[src/rtl/piso_transmitter_pkg.sv]
// Shared definitions for the serial shift-register link (transmitter side).
//   tx_state_t          : transmitter frame state (IDLE, SHIFT, DONE)
//   DEFAULT_WIDTH       : default word width, shared with the serial-in receiver
//   DEFAULT_IDLE_LEVEL  : default serial line level between frames
package piso_transmitter_pkg;

    typedef enum logic [1:0] {
        IDLE  = 2'd0,
        SHIFT = 2'd1,
        DONE  = 2'd2
    } tx_state_t;

    localparam int   DEFAULT_WIDTH      = 5;
    localparam logic DEFAULT_IDLE_LEVEL = 1'b0;

endpackage

[src/rtl/piso_transmitter.sv]
// Parallel-in serial-out transmitter. Accepts a WIDTH-bit word on a single-cycle
// load handshake and sends it MSB first, one bit per clock, then pulses done.
// Frame period is WIDTH+2 cycles (WIDTH data bits, one done cycle, one idle cycle).
//
// Ports
//   clk        : clock, rising edge active
//   reset      : asynchronous active-high reset, aborts any frame in flight
//   data_in    : word to transmit, sampled only on an accepted load
//   load       : transmit request, honoured only while in_ready is high
//   in_ready   : high while idle and able to accept a load
//   serial_out : current serial bit, IDLE_LEVEL when no bit is being sent
//   bit_valid  : serial_out carries a data bit this cycle
//   done       : single-cycle end-of-frame pulse
module piso_transmitter
    import piso_transmitter_pkg::*;
#(
    parameter int   WIDTH      = DEFAULT_WIDTH,
    parameter logic IDLE_LEVEL = DEFAULT_IDLE_LEVEL
) (
    input  logic             clk,
    input  logic             reset,
    input  logic [WIDTH-1:0] data_in,
    input  logic             load,
    output logic             in_ready,
    output logic             serial_out,
    output logic             bit_valid,
    output logic             done
);

    localparam int            CW   = $clog2(WIDTH);
    localparam logic [CW-1:0] LAST = CW'(WIDTH - 1);

    tx_state_t        r_state;
    tx_state_t        w_next_state;
    logic [WIDTH-1:0] r_shreg;
    logic [CW-1:0]    r_count;
    logic             w_accept;

    assign w_accept = (r_state == IDLE) && load;

    always_ff @(posedge clk or posedge reset) begin
        if (reset) begin
            r_state <= IDLE;
        end else begin
            r_state <= w_next_state;
        end
    end

    // Outputs depend only on registered state and shreg, never on load/data_in.
    always_comb begin
        w_next_state = r_state;
        in_ready     = 1'b0;
        bit_valid    = 1'b0;
        done         = 1'b0;
        serial_out   = IDLE_LEVEL;
        case (r_state)
            IDLE: begin
                in_ready = 1'b1;
                if (load) begin
                    w_next_state = SHIFT;
                end
            end
            SHIFT: begin
                bit_valid  = 1'b1;
                serial_out = r_shreg[WIDTH-1];
                if (r_count == LAST) begin
                    w_next_state = DONE;
                end
            end
            DONE: begin
                done         = 1'b1;
                w_next_state = IDLE;
            end
            default: begin
                w_next_state = IDLE;
            end
        endcase
    end

    // Load mux, shift register and bit counter share one register process.
    // The counter holds at LAST so it never wraps when WIDTH is a power of two.
    always_ff @(posedge clk or posedge reset) begin
        if (reset) begin
            r_shreg <= '0;
            r_count <= '0;
        end else if (w_accept) begin
            r_shreg <= data_in;
            r_count <= '0;
        end else if (r_state == SHIFT) begin
            r_shreg <= {r_shreg[WIDTH-2:0], 1'b0};
            if (r_count != LAST) begin
                r_count <= r_count + 1'b1;
            end
        end
    end

endmodule

[config.mk]
export PLATFORM = sky130hd
export DESIGN_NAME = piso_transmitter
export DESIGN_NICKNAME = d
export VERILOG_FILES = /design/src/rtl/piso_transmitter_pkg.sv /design/src/rtl/piso_transmitter.sv
export SDC_FILE = /design/constraint.sdc
export NUM_CORES = 1
export LEC_CHECK = 0
export CORE_AREA = 5 5 42 44
export CTS_BUF_LIST = sky130_fd_sc_hd__clkbuf_2 sky130_fd_sc_hd__clkbuf_4 sky130_fd_sc_hd__clkbuf_8
export CTS_CLUSTER_DIAMETER = 150
export DETAILED_ROUTE_END_ITERATION = 16
export DIE_AREA = 0 0 47 49
export PLACE_DENSITY_LB_ADDON = 0.2
export SLEW_MARGIN = 25
export SYNTH_ARGS = -nofsm -noshare
export SYNTH_HDL_FRONTEND = slang
export SYNTH_SLANG_ARGS = --single-unit
[constraint.sdc]
create_clock -name clk -period 1.1 [get_ports clk]
set_input_delay 0.165 -clock clk [delete_from_list [all_inputs] [get_ports clk]]
set_output_delay 0.165 -clock clk [all_outputs]
set_load 0.005 [all_outputs]
==> flow_summary.toml, run 1 <==
# physical design summary
[synthesis]
yosys-top-cells-area = "dfrtp_1 45%, o21ai_1 5.4%, a22oi_1 5.4%"
fa_ha_area_share_pct = 4.535
synth_chip_area_um2 = 551.8
syn_area_per_cell_um2 = 10.03
ys_top_logic_family = "AND-OR/OR-AND gates"
ys_ff = 10

[floorplan]
fp-utilization_pct = 39.37
die_area_um2 = 2303
std_cell_rows = 14

[clock_network]
clock_path_buffers = 2
cts-buffers-inserted = 3
clock.latency.late_pin_ps = 260

[final_layout]
mostFrequentLayoutCells = "13 x buf_4, 10 x dfrtp_1, 7 x clkdlybuf4s50_1"
nets = 97
layout-drive-gt1-share_pct = 48.84
n_antenna_cell = 0

[placement]
io_buffers = 11
hpwl_um = 909
placed_cells = 93
routabilityCongestion = 0.8045
pre_cts_ws_ps = -297.0

[setup_path]
crit-reg2reg-launch = "r_state[0]"
crit_end = "serial_out"
rr_worst_depth = 6
cp-end-kind = "output pin"
cp-startpoint = "r_state[1]"

[drt]
avgRoutedWirePerCell_um = 13.36
drt-initial-drc-count = 6

[pwr]
total_power_w = 0.002398
p_per_area_nw_per_um2 = 2703

[outcome]
outcome = "finished, violations left"
violations = "negative setup slack"

[grt]
grt_pass1_vias = 508

[sta]
setup_viol = 13
fin_crit_sh_pct = 115.9
setup_slack_ps = -174.8
fin_worst_skew_ps = 2.953
[run 1: routing by layer]
metal | track usage [%] | routed length [um] | vias to the layer above
met5 | 0 | 0 | -
met3 | 3.321 | 56 | 2
li1 | - | - | 258
met2 | 20.81 | 680 | 9
met1 | 17.46 | 611 | 244
met4 | 4.147 | 14 | 0
[run 1: worst max-delay path: stages (launching register included)]
cell and delay (ps):
dfrtp_1 390, and2b_4 260, and2_4 130, buf_6 80
[run 1: flip-flops by register name, indices dropped and copies added, names as in the netlist]
| signal | count |
|---|---|
| r_count | 3 |
| r_state | 2 |
| r_shreg | 5 |
[run 1: cell type report]
cell class / instances / share of cell area (%)
repair buffers: 29 / 28.21
clock buffers: 4 / 4.090
inverters: 5 / 2.116
well taps: 16 / 2.257
multi-input cells: 38 / 35.12
flip-flops and latches: 10 / 28.21
[run 1: power breakdown]
| part | total [W] | switching [W] | internal, W | leakage, nW |
|---|---|---|---|---|
| Combinational | 0.00144 | 0.000599 | 0.000836 | 0.268 |
| Sequential | 0.000628 | 0.000114 | 0.000514 | 0.127 |
| Clock | 0.000334 | 0.000134 | 0.000201 | 0.0210 |
[run 1: Yosys cell counts]
library cell and number:
nand2b_1 1, and2b_4 1, a32oi_1 1, and3_1 1, buf_6 2, a31oi_1 1
o21ai_1 6, a21oi_1 5, ha_1 2, a32o_1 1, and2_2 1, nor2b_2 1
inv_1 5, nor2_1 2, and3_2 1, a22oi_1 4, and4b_1 1, nand2_1 5
nor3_2 1, dfrtp_1 10, nor2b_1 1, o21bai_4 1, and2b_1 1
[run 1: what timing repair did]
action | CTS | global route
hold endpoints to repair | 0 | 0
gates resized | 29 | 7
endpoints found under the setup margin | 11 | 14
setup buffers | 4 | 1
pin swaps | 4 | 6
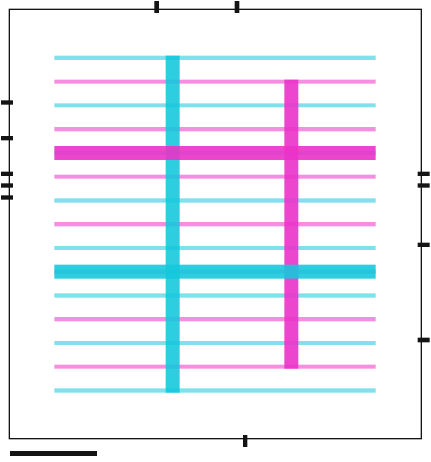
Run 1: floorplan with the power grid
Scale bar: 10 um. Pins as bars on the die edge.
Key: VSS = cyan; VDD = magenta
15 met1 rails follow the rows. The core has 14 rows. 2 straps on met5. 12 signal pins sit on the boundary.

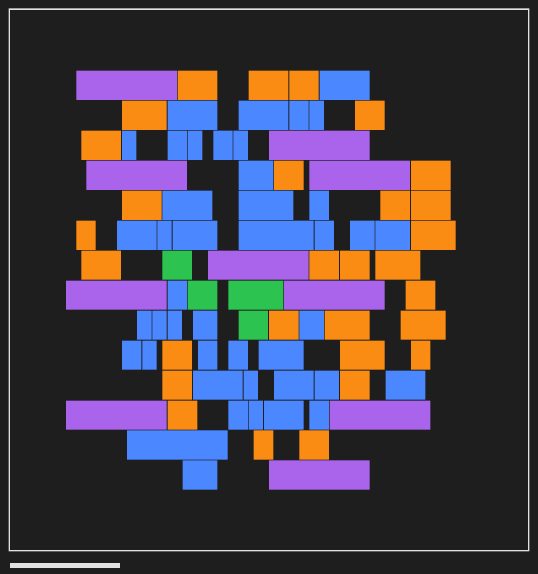
Run 1: cell classes on the final placement
Scale bar: 10 um.
Key: all other logic = blue [cells 43]; clock drivers and dummy loads = green [cells 4]; other buffers and delay cells = orange [cells 29]; flip-flops = purple [cells 10]
final core occ: 63.30%
Core Footprint: 1401 um2
final instance area: 887.1 um2

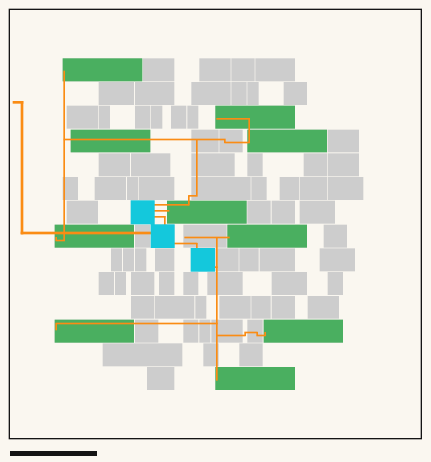
Run 1: clock wires, drivers and flops
Scale bar: 10 um.
Key: cells driving clock nets = cyan [count 3]; flip-flops = green [count 10]; clock wires = orange [length 154 um]
There are 4 routed clock nets.

Run 1, track usage over the die:
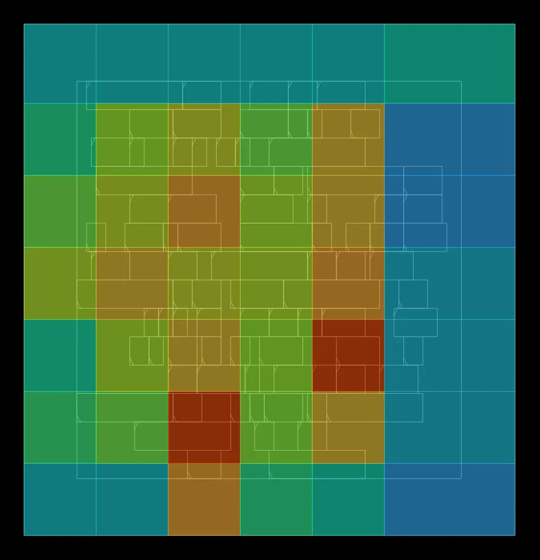

==> run 1 -> run 2 <==
CORE_AREA = 8 8 45 47   (was 5 5 42 44)
DIE_AREA = 0 0 53 55   (was 0 0 47 49)
HOLD_SLACK_MARGIN = 0.15   (was unset)
PLACE_DENSITY_LB_ADDON = 0.05   (was 0.2)
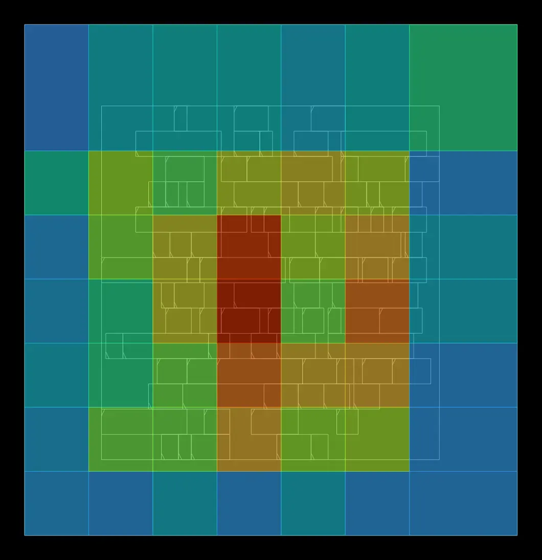
Run 2: track usage over the die
routed length per instance: 14.71 um
met2 Resource Use GR: 19.34%
M3 GR Usage: 2.674%
met1 usage: 12.09%
final core occ: 63.38%

==> run 2 against run 1 <==
  * Design area shrank 1.1%
  * Critical endpoint unchanged
  * Largest cell class unchanged
  * Hold slack lost 5.1 ps
  * Global-route usage shrank 2.3 points
  * Highest routed layer is now met3
  * Critical path type unchanged
  * The run still ends with negative setup slack left
  * Largest power group unchanged
==> flow_summary.toml, run 2 <==
# physical design summary
[drt]
dr.max_layer_used = "met3"
wl_met1_um = 655
wl_met3_um = 59
met2_length_um = 727

[synthesis]
yosys-top-cells-area = "dfrtp_1 45%, o21ai_1 5.4%, a22oi_1 5.4%"
ys.flop_type = "dfrtp_1"
ys_ff = 10
common_cells = "10 x dfrtp_1, 6 x o21ai_1, 5 x a21oi_1, 5 x inv_1, 5 x nand2_1"

[placement]
io_buffers = 11
pre_cts_ws_ps = -305.4

[pwr]
p_per_area_nw_per_um2 = 2599

[floorplan]
std_cell_rows = 14
die_area_um2 = 2915
fp-utilization_pct = 39.87

[sta]
fin_crit_sh_pct = 116.7
setup_slack_ps = -184.1
fin_worst_skew_ps = 3.376
setup_viol = 9

[final_layout]
nets = 93

[outcome]
violations = "negative setup slack"
outcome = "finished, violations left"

[grt]
grt.busiest_layer = "met2"
## run 2: final cells by class
cell class              instances  share of cell area (%)
clock buffers                   4                   4.137
well taps                      16                   2.282
inverters                       5                   2.140
multi-input cells              38                   37.80
flip-flops and latches         10                   28.53
repair buffers                 25                   25.11
## run 2: metrics by stage
stage / setup TNS [ps] / cell area (um2) / instances / hold slack (ps)
global placement: -1925 / 729.5 / 89 / 460.2
CTS: -1331 / 840.8 / 99 / 172.0
detailed placement: -1999 / 729.5 / 89 / 461.0
finish: -819.3 / 877.1 / 98 / 172.5
floorplan: 0 / 554.3 / 55 / 5.178
global route: -1479 / 877.1 / 98 / 194.7
## run 2: cells by family after synthesis
family,count (synthesis),share of synthesized area (%)
fa+ha+maj,2,4.534
simple gates,17,19.28
compound gates,19,23.36
buf+inv,7,7.483
flops,10,45.35
## run 2: path summary, 6_finish.rpt
path	startpoint	endpoint	slack [ps]	depth (start not counted)
max in group asynchronous	reset	r_shreg[4]	780	3
worst min-delay path	reset	r_count[0]	170	3
worst max-delay path	r_state[1]	serial_out	-180	3
min in group clk	r_shreg[1]	r_shreg[1]	520	2
worst min register to register	r_shreg[1]	r_shreg[1]	520	2
worst max register to register	r_state[0]	r_shreg[3]	-120	5
## run 2: repair_timing
action	in CTS	in global routing
endpoints found under the setup margin	11	13
resized	29	11
hold buffers	0	0
setup buffers	6	0
pin swaps	14	3
## run 2: power breakdown
part / internal [W] / leakage, nW / switching (W)
registers: 0.000514 / 0.127 / 0.000121
logic: 0.000723 / 0.253 / 0.000584
clock network: 0.000201 / 0.0210 / 0.000136
total: 0.00144 / 0.402 / 0.000842
## run 2: critical path, stage by stage, from the launching register on
cell     delay [ps]
dfrtp_1         370
and2b_4         270
and2_4          140
buf_6            80
No activity file was given, so power comes from the tool's default toggle rates.
